==> src/rtl/sdma_pkg.sv <==
// sdma_pkg: acquisition sequencer state encoding and error codes
package sdma_pkg;
    typedef enum logic [2:0] {IDLE, SETTLE, ARM, CAPTURE, DONE, ERROR} acq_state_t;
    localparam logic [1:0] ERR_NONE   = 2'd0;
    localparam logic [1:0] ERR_SETTLE = 2'd1;
    localparam logic [1:0] ERR_TRIG   = 2'd2;
    localparam logic [1:0] ERR_LOST   = 2'd3;
endpackage

==> src/rtl/edge_sync.sv <==
// edge_sync: 2-FF synchronizer with registered rising-edge pulse (3-cycle latency)
module edge_sync (
    input  logic clk,
    input  logic rst_n,
    input  logic d,
    output logic pulse
);
    logic [2:0] sr;
    always_ff @(posedge clk or negedge rst_n) begin
        if (!rst_n) begin
            sr    <= '0;
            pulse <= 1'b0;
        end else begin
            sr    <= {sr[1:0], d};
            pulse <= sr[1] & ~sr[2];
        end
    end
endmodule

==> src/rtl/acq_sequencer.sv <==
// acq_sequencer: settle/arm/capture sequencer driving the ping-pong buffer write port
module acq_sequencer
    import sdma_pkg::*;
#(
    parameter int DEPTH     = 1024,
    parameter int ADDR_W    = 10,
    parameter int HOLD_CYC  = 16,
    parameter int SETTLE_TO = 2_000_000,
    parameter int TRIG_TO   = 4_000_000,
    parameter int CNT_W     = 23
) (
    input  logic              clk,
    input  logic              rst_n,
    input  logic              start,
    input  logic              abort,
    input  logic              cont,
    input  logic              gain_stable,
    input  logic              freq_stable,
    input  logic              signal_in,
    input  logic              adc_clk,
    output logic              buf_wr_en,
    output logic [ADDR_W-1:0] buf_wr_addr,
    output logic              buf_sel,
    output logic              busy,
    output logic              done,
    output logic [1:0]        err_code,
    output logic [15:0]       frame_cnt
);
    localparam int HOLD_W = $clog2(HOLD_CYC + 1);
    acq_state_t state, state_nxt;
    logic [1:0] err_nxt;
    logic [HOLD_W-1:0] hold;
    logic [CNT_W-1:0] to_cnt;
    logic [ADDR_W-1:0] addr;
    logic sig_pulse, adc_pulse, stable, last_wr;
    logic wr_d, busy_d, done_d;
    assign stable  = gain_stable & freq_stable;
    assign last_wr = adc_pulse && addr == ADDR_W'(DEPTH - 1);
    edge_sync u_sig (.clk(clk), .rst_n(rst_n), .d(signal_in), .pulse(sig_pulse));
    edge_sync u_adc (.clk(clk), .rst_n(rst_n), .d(adc_clk), .pulse(adc_pulse));
    always_ff @(posedge clk or negedge rst_n) begin
        if (!rst_n) state <= IDLE;
        else        state <= state_nxt;
    end
    always_comb begin
        state_nxt = state;
        err_nxt   = err_code;
        case (state)
            IDLE, ERROR: begin
                if (start) begin
                    state_nxt = SETTLE;
                    err_nxt   = ERR_NONE;
                end
            end
            SETTLE: begin
                if (stable && hold == HOLD_W'(HOLD_CYC - 1)) begin
                    state_nxt = ARM;
                end else if (to_cnt == CNT_W'(SETTLE_TO - 1)) begin
                    state_nxt = ERROR;
                    err_nxt   = ERR_SETTLE;
                end
            end
            ARM: begin
                if (!stable) begin
                    state_nxt = SETTLE;
                end else if (sig_pulse) begin
                    state_nxt = CAPTURE;
                end else if (to_cnt == CNT_W'(TRIG_TO - 1)) begin
                    state_nxt = ERROR;
                    err_nxt   = ERR_TRIG;
                end
            end
            CAPTURE: begin
                // a drop coinciding with the final write still counts as lost
                if (!stable) begin
                    state_nxt = ERROR;
                    err_nxt   = ERR_LOST;
                end else if (last_wr) begin
                    state_nxt = DONE;
                end
            end
            DONE:    state_nxt = cont ? SETTLE : IDLE;
            default: state_nxt = IDLE;
        endcase
        if (abort) begin
            state_nxt = IDLE;
            err_nxt   = err_code;
        end
    end
    always_comb begin
        wr_d   = state == CAPTURE && stable && adc_pulse && !abort;
        busy_d = state_nxt != IDLE && state_nxt != ERROR;
        done_d = state_nxt == DONE;
    end
    always_ff @(posedge clk or negedge rst_n) begin
        if (!rst_n) begin
            hold        <= '0;
            to_cnt      <= '0;
            addr        <= '0;
            buf_wr_en   <= 1'b0;
            buf_wr_addr <= '0;
            buf_sel     <= 1'b0;
            busy        <= 1'b0;
            done        <= 1'b0;
            err_code    <= ERR_NONE;
            frame_cnt   <= '0;
        end else begin
            hold        <= (state == SETTLE && state_nxt == SETTLE && stable) ? hold + 1'b1 : '0;
            to_cnt      <= (state_nxt == state && (state == SETTLE || state == ARM)) ? to_cnt + 1'b1 : '0;
            addr        <= (state == CAPTURE && state_nxt == CAPTURE) ? addr + ADDR_W'(wr_d) : '0;
            buf_wr_en   <= wr_d;
            buf_wr_addr <= (state != CAPTURE && state_nxt == CAPTURE) ? '0 : wr_d ? addr : buf_wr_addr;
            buf_sel     <= buf_sel ^ done_d;
            busy        <= busy_d;
            done        <= done_d;
            err_code    <= err_nxt;
            frame_cnt   <= frame_cnt + 16'(done_d);
        end
    end
endmodule
==> config.mk <==
export PLATFORM = sky130hd
export DESIGN_NAME = acq_sequencer
export DESIGN_NICKNAME = d
export VERILOG_FILES = /design/src/rtl/sdma_pkg.sv /design/src/rtl/edge_sync.sv /design/src/rtl/acq_sequencer.sv
export SDC_FILE = /design/constraint.sdc
export NUM_CORES = 1
export LEC_CHECK = 0
export ABC_AREA = 1
export ABC_CLOCK_PERIOD_IN_PS = 4300
export CAP_MARGIN = 20
export CORE_MARGIN = 2
export CORE_UTILIZATION = 35
export CTS_CLUSTER_DIAMETER = 40
export DETAILED_ROUTE_END_ITERATION = 10
export PLACE_DENSITY = 0.58
export SLEW_MARGIN = 20
export SYNTH_ARGS = -nofsm -noshare
export SYNTH_HDL_FRONTEND = slang
export SYNTH_SLANG_ARGS = --single-unit
==> constraint.sdc <==
create_clock -name clk -period 4.3 [get_ports clk]
set_clock_uncertainty 0.1 [all_clocks]
set_input_delay 1.075 -clock clk [delete_from_list [all_inputs] [get_ports clk]]
set_output_delay 1.075 -clock clk [all_outputs]
set_load 0.005 [all_outputs]
Figure 1. PDN straps and rails (run 1).
The bar under the picture is 20 um long. Pins as bars on the die edge. Tap cells in gray.
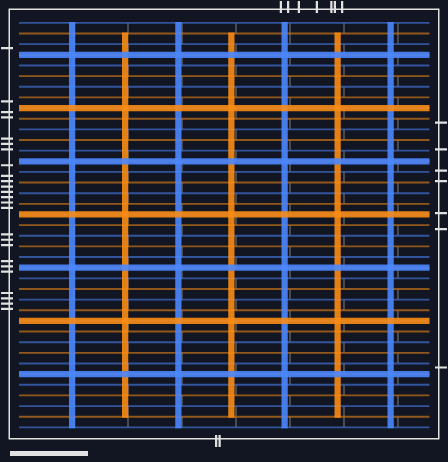
[orange] VDD
[blue] VSS
met1 rails: 39
met5 straps: 7
met4 straps: 7
signal pins: 41
CORE AREA: 10,840 um^2
Die Y: 109.4 um
Worst IR Drop VDD: 0.1489 mV
Die W: 109.4 um

Figure 2. Placement by cell class (run 1).
The bar under the picture is 20 um long.
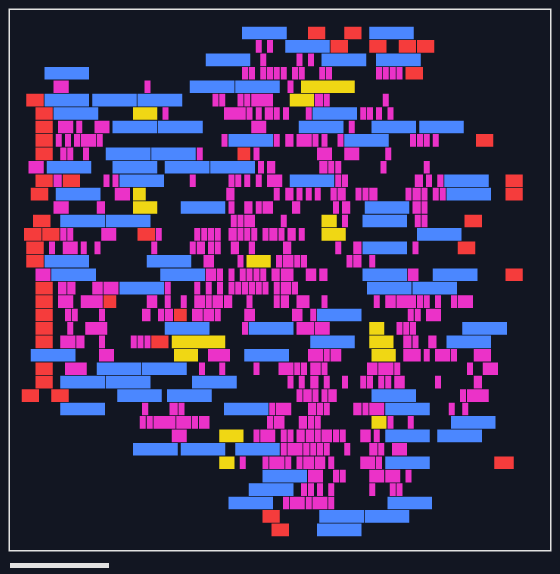
[magenta] all other logic | cells: 373
[red] other buffers and delay cells | cells: 43
[blue] flops | cells: 81
[yellow] clock drivers and dummy loads | cells: 16
utilization after layout: 0.4325
flop share of the area: 0.4323

==> reports/metrics.cfg, run 1 <==
[routing]
wl_met2_mm = 3.294
highest_layer = met4
vias = 2993
wirelength_met1_mm = 3.859
wl_per_cell_um = 11.78
first_pass_iters = 4
drc = 0
drt-initial-drc-count = 154
wl_mm = 7.691
antenna_left = 0
vias_per_cell = 4.583
dr_wl_met3_um = 410

[final_timing]
fmax_mhz = 263.6
rsz0062_at_grt = no
setup_tns_ns = 0
period_used_share = 0.8823
whs_ns = 0.2539
min_period_ns = 3.794
finalSetupViolations = 0
relSlewSlack = 0.5182
tightest_slew_ns = 0.7227
finalHoldViolCount = 0
final_max_slew_viol_count = 0

[finish]
area_growth_pct = 20.64
fin_nets = 525
nFillCells = 1094
seqCellArea_um2 = 2027
num_antenna_cells = 0
drive_gt1_frac = 0.07797
design_area_um2 = 4688
lay_top_count = nand2_1
layout_top_cells = 106 x nand2_1, 81 x dfrtp_1, 75 x nor2_1, 60 x inv_1, 39 x clkdlybuf4s50_1
comb_area_um2 = 1599

[global_route]
grt_pass1_wl_mm = 13.79
grt_antenna_before_repair = 0
grt_usage = 0.1478
grt_pass1_vias = 3030
grt_max_degree = 82
grt_overflow = 0

[synth]
synthTopCellsByArea = dfrtp_1 52%, nand2_1 10%, nor2_1 7.3%
syn_nets = 474
synth.distinct_cells = 25
edf_count = 0
yosysSeqAreaShare = 0.5216
yosys.area.top_type = dfrtp_1
synth_area_per_cell_um2 = 8.504
ys_cells = 457
synth_cells = 457
ys_area_um2 = 3886
synth_flops = 81
synth-main-ff-cell = dfrtp_1
syn-cell-area_um2 = 3886
synth-async-reset-ratio = 1.000
synth_warnings = 0
synth_top_area_share = 0.5216

[run_status]
outcome = finished, final reports clean

[die]
rows = 38
core_util_floorplan = 0.3585
pin_count = 41
die-area_um2 = 11960

[place]
globalplace.congestion = 0.8732
placed_area_um2 = 4456
portBuffers = 40
dp_hpwl_mm = 5.418

[setup_path]
crit_arrival_ns = 3.94
critPathMaxStageDelay_ns = 0.45
critical-path-slowest-cell = clkdlybuf4s50_1
endpoint_kind = flip-flop
critPathRequiredTime_ns = 4.45
worst_path_most_repeated_cell = nand2_1
startpoint_type = input port
crit_fanout = 5
timing.critical_path.cells = clkdlybuf4s50_1 > nand2_1 > inv_1 > nand2_1 > nand2_1 > nand2_1 > nor2_1 > nand2_1 > inv_1 > nand2_2 > nand2_2 > nand2_1 > nor2_2 > ha_1 > ha_1 > nand2_1 > nor2_1 > nand4_1 > nor2_1 > nand3_1 > nor2_1 > nand2_1 > xnor2_1
worstSetupPathType = in2reg

[clocking]
cts_buffer_depth = 2
postCtsHoldBufs = 0
post-cts-setup-buffers = 0
clk_pin_slew_ns = 0.09
cts_tree = yes
cts_resized = 0
cts_root_buffer = clkbuf_8
cts_sinks = 81
numCtsBuffers = 9
cts_max_level = 3

[pwr]
leakage_nw = 2.279
pwr_density_cell_nw_per_um2 = 313.5

[flow_run]
cap_violations = 0
tool_warnings = 27

[min_path]
worstHoldPathType = reg2reg

Figure 3. Clock distribution (run 1).
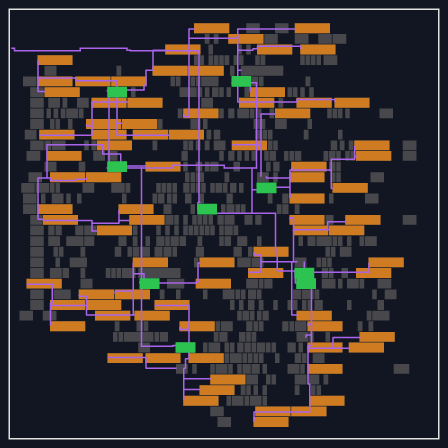
[green] cells driving clock nets | count: 9
[orange] flip-flops | count: 81
[purple] clock wires | length: 1,010 um
routed clock nets: 10
Clk Latency, worst-skew pair: 0.36 ns
Clock power frac: 0.423
P_clk: 0.621 mW

-- run 1: synthesized netlist by cell type (2+ instances only) --
cell type,instances
nand2_1,106
dfrtp_1,81
nor2_1,76
inv_1,60
xor2_1,30
nand3_1,24
nand4_1,12
o21ai_0,11
xnor2_1,11
ha_1,8
nor3_1,8
nor2_2,6
nand2_2,5
a21oi_1,4
inv_2,3
buf_6,2
nand3_2,2
-- run 1: critical path, delay by kind of cell --
family                   cells  cell delay (ns)
adder cells (fa/ha/maj)      2             0.36
AND/OR/NAND/NOR             17             1.68
XOR/XNOR                     1             0.12
buffers and inverters        3             0.68
-- run 1: worst paths after layout --
kind / startpoint / endpoint / slack (ns) / cells after the start
max: gain_stable / frame_cnt[12]$_DFF_PN0_ / 0.51 / 23
min: u_sig.sr[0]$_DFF_PN0_ / u_sig.sr[1]$_DFF_PN0_ / 0.25 / 0
max reg2reg: hold[0]$_DFF_PN0_ / frame_cnt[12]$_DFF_PN0_ / 1.08 / 20
min reg2reg: u_sig.sr[0]$_DFF_PN0_ / u_sig.sr[1]$_DFF_PN0_ / 0.25 / 0
max in group asynchronous: rst_n / u_sig.pulse$_DFF_PN0_ / 2.96 / 1
min in group asynchronous: rst_n / to_cnt[7]$_DFF_PN0_ / 0.65 / 1
-- run 1: flip-flops by register name, indices dropped and copies added (netlist names), 2 cells and up --
register / count
addr: 10
buf_wr_addr: 10
err_code: 2
frame_cnt: 16
hold: 5
state: 3
to_cnt: 23
u_adc.sr: 3
u_sig.sr: 3
-- run 1: power by group --
| part | leakage (nW) | total (mW) | switching [mW] | internal, mW |
|---|---|---|---|---|
| Combinational | 1.07 | 0.0714 | 0.0473 | 0.0241 |
| Clock | 0.110 | 0.621 | 0.288 | 0.333 |
| Sequential | 1.09 | 0.777 | 0.00617 | 0.771 |
| Total | 2.28 | 1.47 | 0.342 | 1.13 |
-- run 1: cells by family after synthesis --
kind of cell	share of synthesized area
AOI/OAI and AO/OA	0.02286
xor gates and xnor gates	0.09240
adders and majority gates	0.02576
buffers and inverters	0.06761
DFF	0.5216
and+or+nand+nor	0.2698
-- run 1: area by class of cell --
class / count / share of cell area
repair buffers: 43 / 0.09047
multi-input cells: 310 / 0.3411
clock inverters: 7 / 0.02188
inverters: 63 / 0.05044
clock buffers: 9 / 0.02642
well taps: 140 / 0.03736
flip-flops and latches: 81 / 0.4323
-- run 1: per-layer routing --
metal | up-vias | track usage
li1 | 1517 | -
met1 | 1394 | 0.2066
met2 | 73 | 0.2169
met3 | 9 | 0.04149
met4 | 0 | 0.05696
met5 | - | 0
-- run 1: per-stage QoR --
| step | instances | setup slack (ns) | power (mW) |
|---|---|---|---|
| final | 653 | 0.5063 | 1.470 |
| after detailed placement | 637 | -0.003986 | 0.8654 |
| after global placement | 637 | 0.1728 | 0.8650 |
| after global routing | 653 | 0.09899 | 1.539 |
| after CTS | 653 | 0.3948 | 1.494 |
| after floorplan | 457 | 0.8586 | 0.8291 |
Figure 4. Cell outlines without signal wires (run 1).
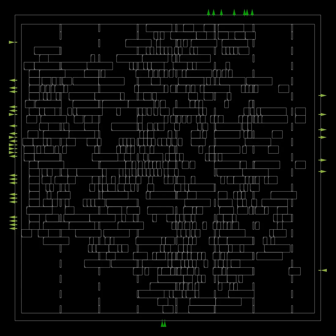

## Run 2: what changed since run 1
- ABC_CLOCK_PERIOD_IN_PS: 4300 -> 4400
- clock period: 4.3 -> 4.4 ns (I/O delays scaled with it)
Figure 5. Cell outlines without signal wires (run 2).
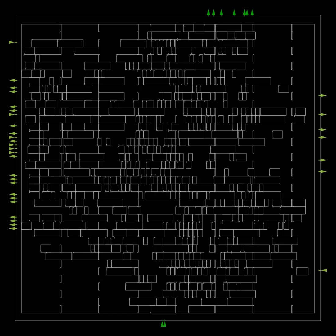
row cnt: 38
seq_cells: 81

Figure 6. Clock distribution (run 2).
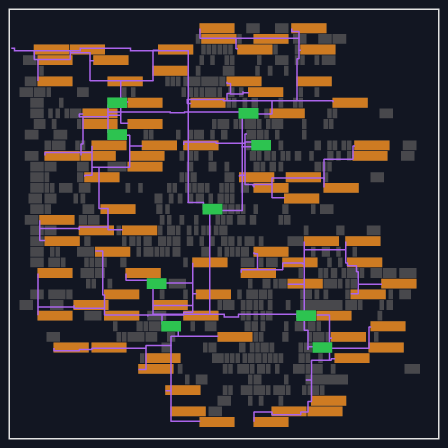
P_clk: 0.614 mW
Clk Latency, worst-skew pair: 0.35 ns
Clock power frac: 0.425

==> reports/metrics.cfg, run 2 <==
[run_status]
outcome = finished, final reports clean

[clocking]
cts_resized = 0
cts_tree = yes
cts_max_level = 3
post-cts-setup-buffers = 0
numCtsBuffers = 9
cts_buffer_depth = 2
cts_root_buffer = clkbuf_8
clk_pin_slew_ns = 0.08
postCtsHoldBufs = 0
cts_sinks = 81

[routing]
wl_per_cell_um = 12.26
drt-initial-drc-count = 148
vias = 2977
drc = 0
wl_mm = 8.009
vias_per_cell = 4.559
antenna_left = 0
first_pass_iters = 4

[synth]
synth_flops = 81
synthTopCellsByArea = dfrtp_1 52%, nand2_1 10%, nor2_1 7.3%
synth-main-ff-cell = dfrtp_1
synth_area_per_cell_um2 = 8.504
synthTopCellsByCount = 106 x nand2_1, 81 x dfrtp_1, 76 x nor2_1
synth_warnings = 0
yosysSeqAreaShare = 0.5216
yosys.area.top_type = dfrtp_1
syn_nets = 474
ys_area_um2 = 3886
ys_cells = 457
syn-cell-area_um2 = 3886
synth-async-reset-ratio = 1.000
edf_count = 0
synth.distinct_cells = 25
synth_top_area_share = 0.5216
synth.most_common_cell = nand2_1
synth_cells = 457

[final_timing]
whs_ns = 0.2533
fin_ws_ns = 0.4860
rsz0062_at_grt = no
finalHoldViolCount = 0
setup_tns_ns = 0
tightest_slew_ns = 0.7250
period_used_share = 0.8895
finalSetupViolations = 0
final_max_slew_viol_count = 0
min_period_ns = 3.914
fmax_mhz = 255.5
relSlewSlack = 0.5167

[finish]
largest_registers = to_cnt: 23 flops, frame_cnt: 16 flops
fin_nets = 525
layout_top_cells = 106 x nand2_1, 81 x dfrtp_1, 76 x nor2_1, 60 x inv_1, 39 x clkdlybuf4s50_1
nFillCells = 1100
regMostFlops = to_cnt
final_cells = 653
num_antenna_cells = 0
area_growth_pct = 20.67
lay_top_count = nand2_1
largest_reg_flops = 23
drive_gt1_frac = 0.07407

[die]
die_h_um = 109.4
die_x_um = 109.4
core_um2 = 10840
core_util_floorplan = 0.3585
die-area_um2 = 11960
pin_count = 41

[global_route]
grt_max_degree = 82
grt_antenna_before_repair = 0
grt_pass1_vias = 3051
grt_pass1_wl_mm = 14.06
grt_usage = 0.1491
grt_overflow = 0

[place]
dp_slack_ns = 0.09401
placedCellCount = 637
portBuffers = 40
globalplace.congestion = 0.8504
dp_hpwl_mm = 5.738

[setup_path]
startpoint_type = input port
critical-path-top-delay-family = simple AND/OR/NAND/NOR gates
critPathMaxStageDelay_ns = 0.46
worst-path-buf-inv = 3
worst_path_most_repeated_cell = nand2_1
endpoint_kind = flip-flop
crit_arrival_ns = 4.05
critPathRequiredTime_ns = 4.53
critical-path-slowest-cell = clkdlybuf4s50_1
worstSetupPathType = in2reg
timing.critical_path.cells = clkdlybuf4s50_1 > nand2_1 > inv_1 > nand2_1 > nand2_1 > nand2_1 > nor2_1 > nand2_1 > inv_1 > nand2_2 > nand2_2 > nand2_1 > nor2_1 > ha_1 > ha_1 > nand2_1 > nor2_1 > nand4_1 > nor2_1 > nand3_1 > nor2_1 > nand2_1 > xnor2_1
crit_fanout = 5

[pwr]
leakage_nw = 2.278
ir_drop_mv = 0.1429
pwr_density_cell_nw_per_um2 = 307.9

[flow_run]
cap_violations = 0
tool_warnings = 27

[min_path]
worstHoldPathType = reg2reg

==> run 2: cell types whose count changed in the layout (fill, tap and decap cells not counted), sizes merged <==
cell      change
clkinvlp      +1
clkbuf        +3
clkinv        -2
inv           -2
==> run 2: worst paths after layout <==
path                                  startpoint  slack (ns)  cells past startpoint                          to
min in group asynchronous                  rst_n        0.69                      1  buf_wr_addr[5]$_DFFE_PN0P_
min                        u_adc.sr[0]$_DFF_PN0_        0.25                      0       u_adc.sr[1]$_DFF_PN0_
max                                  freq_stable        0.49                     23     frame_cnt[12]$_DFF_PN0_
max reg2reg                    hold[0]$_DFF_PN0_        1.09                     20     frame_cnt[12]$_DFF_PN0_
min reg2reg                u_adc.sr[0]$_DFF_PN0_        0.25                      0       u_adc.sr[1]$_DFF_PN0_
max in group asynchronous                  rst_n        3.02                      1           addr[0]$_DFF_PN0_
==> run 2: area by class of cell <==
cell class / count / area, um^2 / area share
inverters: 63 / 236.5 / 0.05043
flip-flops and latches: 81 / 2027 / 0.4322
multi-input cells: 310 / 1597 / 0.3404
clock inverters: 4 / 75.07 / 0.01601
repair buffers: 43 / 424.2 / 0.09045
well taps: 140 / 175.2 / 0.03735
clock buffers: 12 / 155.1 / 0.03308
==> run 2: per-layer routing <==
layer  track usage  wire length (um)
met2        0.2293              3556
met3       0.03972               373
met1        0.2062              3989
met5             0                 0
met4       0.04611                90
==> run 2: logic make-up (layout without fill, tap and decap cells) <==
kind of cell    count (synthesis)  after routing  synth area share
simple gates                  244            244            0.2698
flops                          81             81            0.5216
buf+inv                        66            122           0.06761
xor+xnor                       41             41           0.09240
compound gates                 17             17           0.02286
fa+ha+maj                       8              8           0.02576
==> run 2: worst register-to-register path, stage by stage (launching register included) <==
cell     delay (ns)
dfrtp_1        0.40
ha_1           0.22
and3_1         0.19
ha_1           0.18
nand2_1        0.08
nor2_1         0.06
a21oi_1        0.12
nand2_1        0.11
nand2_2        0.11
nand2_1        0.09
nor2_1         0.17
ha_1           0.19
ha_1           0.18
nand2_1        0.06
nor2_1         0.18
nand4_1        0.11
nor2_1         0.16
nand3_1        0.13
nor2_1         0.15
nand2_1        0.09
xnor2_1        0.13
==> run 2: per-stage QoR <==
stage                     area [um^2]  utilization  total power [mW]
after detailed placement         4456       0.4110            0.8472
after global routing             4690       0.4326             1.511
after global placement           4456       0.4110            0.8456
after CTS                        4686       0.4322             1.467
final                            4690       0.4326             1.444
after floorplan                  3886            -            0.8103
==> run 2: power by group <==
part           total [mW]  internal, mW  switching [mW]
registers           0.760         0.754         0.00623
logic              0.0702        0.0237          0.0464
clock network       0.614         0.351           0.263
total                1.44          1.13           0.316
Figure 7. Placement by cell class (run 2).
The bar under the picture is 20 um long.
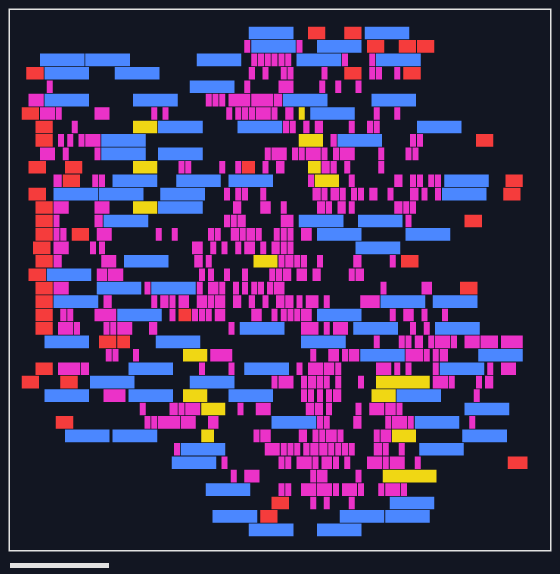

## Run 3: what changed since run 2
- CORE_ASPECT_RATIO: not set -> 2
- PLACE_DENSITY: 0.58 -> not set
Figure 8. Placement by cell class (run 3).
The bar under the picture is 20 um long.
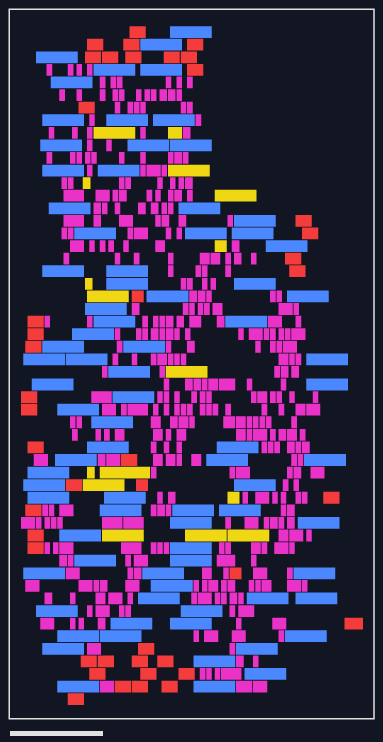
[magenta] all other logic | cells: 373
[yellow] clock drivers and dummy loads | cells: 16
[blue] flops | cells: 81
[red] other buffers and delay cells | cells: 43
utilization after layout: 0.4370
CORE AREA: 10,880 um^2

Figure 9. Clock distribution (run 3).
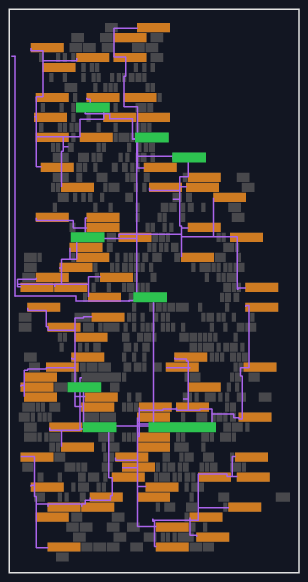
[orange] flip-flops | count: 81
[green] cells driving clock nets | count: 9
[purple] clock wires | length: 1,050 um
routed clock nets: 10
P_clk: 0.741 mW
Clock power frac: 0.471

==> reports/metrics.cfg, run 3 <==
[setup_path]
crit_start = gain_stable
cp.depth = 23
timing.critical_path.cells = clkdlybuf4s50_1 > nand2_1 > inv_1 > nand2_1 > nand2_1 > nand2_1 > nor2_1 > nand2_1 > inv_1 > nand2_2 > nand2_2 > nand2_1 > nor2_1 > ha_1 > ha_1 > nand2_1 > nor2_1 > nand4_1 > nor2_1 > nand3_1 > nor2_1 > nand2_1 > xnor2_1
worst_path_most_repeated_cell = nand2_1
crit_fanout = 5
crit_arrival_ns = 3.94
worstReg2RegStart = hold[0]$_DFF_PN0_
reg2regPathDepth = 19
endpoint_kind = flip-flop
rrSetupSlack_ns = 1.10
critical-path-top-delay-family = simple AND/OR/NAND/NOR gates
worst-path-buf-inv = 3
critical-path-slowest-cell = clkdlybuf4s50_1
startpoint_type = input port
critPathRequiredTime_ns = 4.51
regToRegEndpoint = frame_cnt[14]$_DFF_PN0_

[synth]
yosysSeqAreaShare = 0.5216
synth-main-ff-cell = dfrtp_1
synthTopCellsByCount = 106 x nand2_1, 81 x dfrtp_1, 76 x nor2_1
synth_warnings = 0
ys_area_um2 = 3886
yosys.area.top_type = dfrtp_1
synthTopCellsByArea = dfrtp_1 52%, nand2_1 10%, nor2_1 7.3%
synth_flops = 81
ys_cells = 457
synth.most_common_cell = nand2_1
xor_area_frac = 0.09240
edf_count = 0
synth_area_per_cell_um2 = 8.504
synth_cells = 457
synth.distinct_cells = 25
syn-cell-area_um2 = 3886
syn_nets = 474

[final_timing]
min_period_ns = 3.829
fmax_mhz = 261.1
rsz0062_at_grt = no
setup_tns_ns = 0
finalHoldViolCount = 0
final_max_slew_viol_count = 0

[finish]
layout_top_cells = 106 x nand2_1, 81 x dfrtp_1, 76 x nor2_1, 60 x inv_1, 39 x clkdlybuf4s50_1
regMostFlops = to_cnt
design_area_um2 = 4753
fin_nets = 525
largest_registers = to_cnt: 23 flops, frame_cnt: 16 flops
num_antenna_cells = 0
lay_top_count = nand2_1
area_growth_pct = 22.31
drive_gt1_frac = 0.07602

[clocking]
cts_tree = yes
cts_resized = 0
cts_root_buffer = clkbuf_16
cts_max_level = 3
post-cts-setup-buffers = 0
cts_buffer_depth = 2
clk_pin_slew_ns = 0.06
cts_sinks = 81
clk_latency_ns = 0.34
postCtsHoldBufs = 0

[routing]
drc = 0
first_pass_iters = 4
vias = 3033
wl_per_cell_um = 12.48
vias_per_cell = 4.645
wl_mm = 8.147
antenna_left = 0
drt-initial-drc-count = 94

[min_path]
worstHoldPathType = reg2reg
hp-start = u_sig.sr[0]$_DFF_PN0_
min_path_cells = 0
hold_path_end = u_sig.sr[1]$_DFF_PN0_

[die]
die-area_um2 = 12010
core_util_floorplan = 0.3573
pin_count = 41
die_x_um = 78.51
die_h_um = 153.0

[pwr]
ir_drop_mv = 0.2533
pwr_density_cell_nw_per_um2 = 330.8
leakage_nw = 2.312

[run_status]
outcome = finished, final reports clean

[flow_run]
tool_warnings = 27

[global_route]
grt_max_degree = 82
grt_pass1_wl_mm = 14.01
grt_usage = 0.1491

[place]
placed_area_um2 = 4456
globalplace.congestion = 0.8728
portBuffers = 40

## run 3: where the power goes
| group | total (mW) | switching (mW) | internal, mW |
|---|---|---|---|
| combinational | 0.0700 | 0.0465 | 0.0235 |
| sequential | 0.761 | 0.00650 | 0.755 |
| clock | 0.741 | 0.303 | 0.438 |
| total | 1.57 | 0.356 | 1.22 |
## run 3: worst max path at each step
stage                                   end  slack (ns)
floorplan           frame_cnt[14]$_DFF_PN0_        0.93
global placement    frame_cnt[14]$_DFF_PN0_        0.30
detailed placement  frame_cnt[14]$_DFF_PN0_        0.20
CTS                 frame_cnt[14]$_DFF_PN0_        0.54
global route        frame_cnt[14]$_DFF_PN0_        0.21
finish              frame_cnt[14]$_DFF_PN0_        0.57
## run 3: per-stage QoR
step                utilization  hold slack (ns)  std cells  worst slack (ns)  power [mW]
floorplan                     -           0.2312        457            0.9336      0.8103
global placement         0.4096           0.2394        637            0.3020      0.8460
detailed placement       0.4096           0.2396        637            0.2033      0.8469
CTS                      0.4366           0.2530        653            0.5442       1.593
global route             0.4370           0.2543        653            0.2083       1.632
finish                   0.4370           0.2476        653            0.5706       1.572
## run 3: final cells by class
type,instances,area (um^2)
Clock inverter,7,68.82
Tap cell,140,175.2
Fill cell,1076,6125
Multi-Input combinational cell,310,1597
Sequential cell,81,2027
Timing Repair Buffer,43,424.2
Clock buffer,9,225.2
Inverter,63,236.5
## run 3: worst reg2reg max path, cell delays in order, from the launching register on
cell and delay (ns):
dfrtp_1 0.40, ha_1 0.23, and3_1 0.19, ha_1 0.17
nand2_1 0.08, nand2_1 0.07, nand3b_1 0.18, nand3_1 0.08
nand2_1 0.14, nor2_1 0.20, ha_1 0.18, ha_1 0.17
nand2_1 0.05, nor2_1 0.18, nand4_1 0.11, nor2_1 0.17
nand3_1 0.13, nor2_1 0.15, nand2_1 0.08, xnor2_1 0.13
## run 3: kinds of logic after synthesis
| family | Yosys count |
|---|---|
| simple gates | 244 |
| flops | 81 |
| buf+inv | 66 |
| xor+xnor | 41 |
| compound gates | 17 |
| fa+ha+maj | 8 |
## run 3: metal layers
layer | track usage | share of wire | wire length (um)
met2 | 0.2613 | 0.54 | 4379
met1 | 0.1599 | 0.39 | 3182
met5 | 0 | 0 | 0
met4 | 0.09190 | 0.047 | 380
met3 | 0.03070 | 0.025 | 205

## Gallery

Wiring by layer.
The bar under the picture is 20 um long. Only two layers are drawn.
panel A
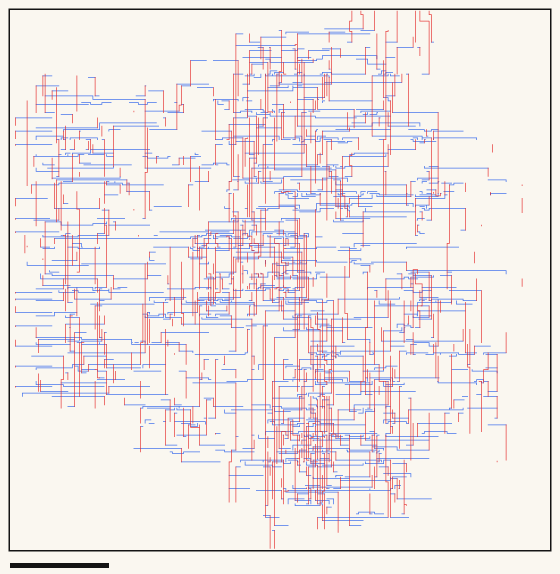
panel B
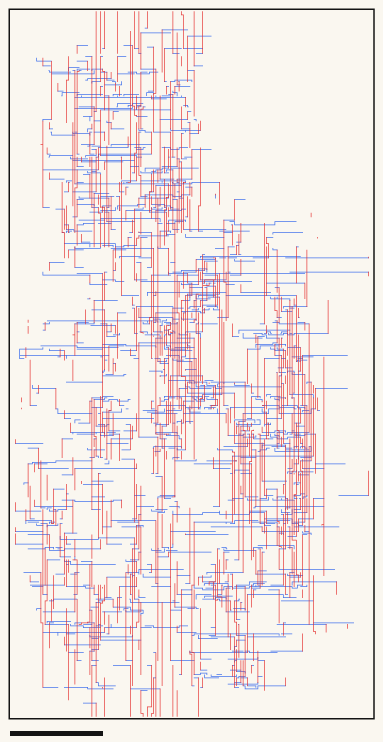
Panel A comes from run 1.
Panel B comes from run 3.

Key to panel B:
[blue] met1 | wire length: 3,180 um
[red] met2 | wire length: 4,380 um

Power figures rest on the tool's default switching activity, not on a simulated workload.
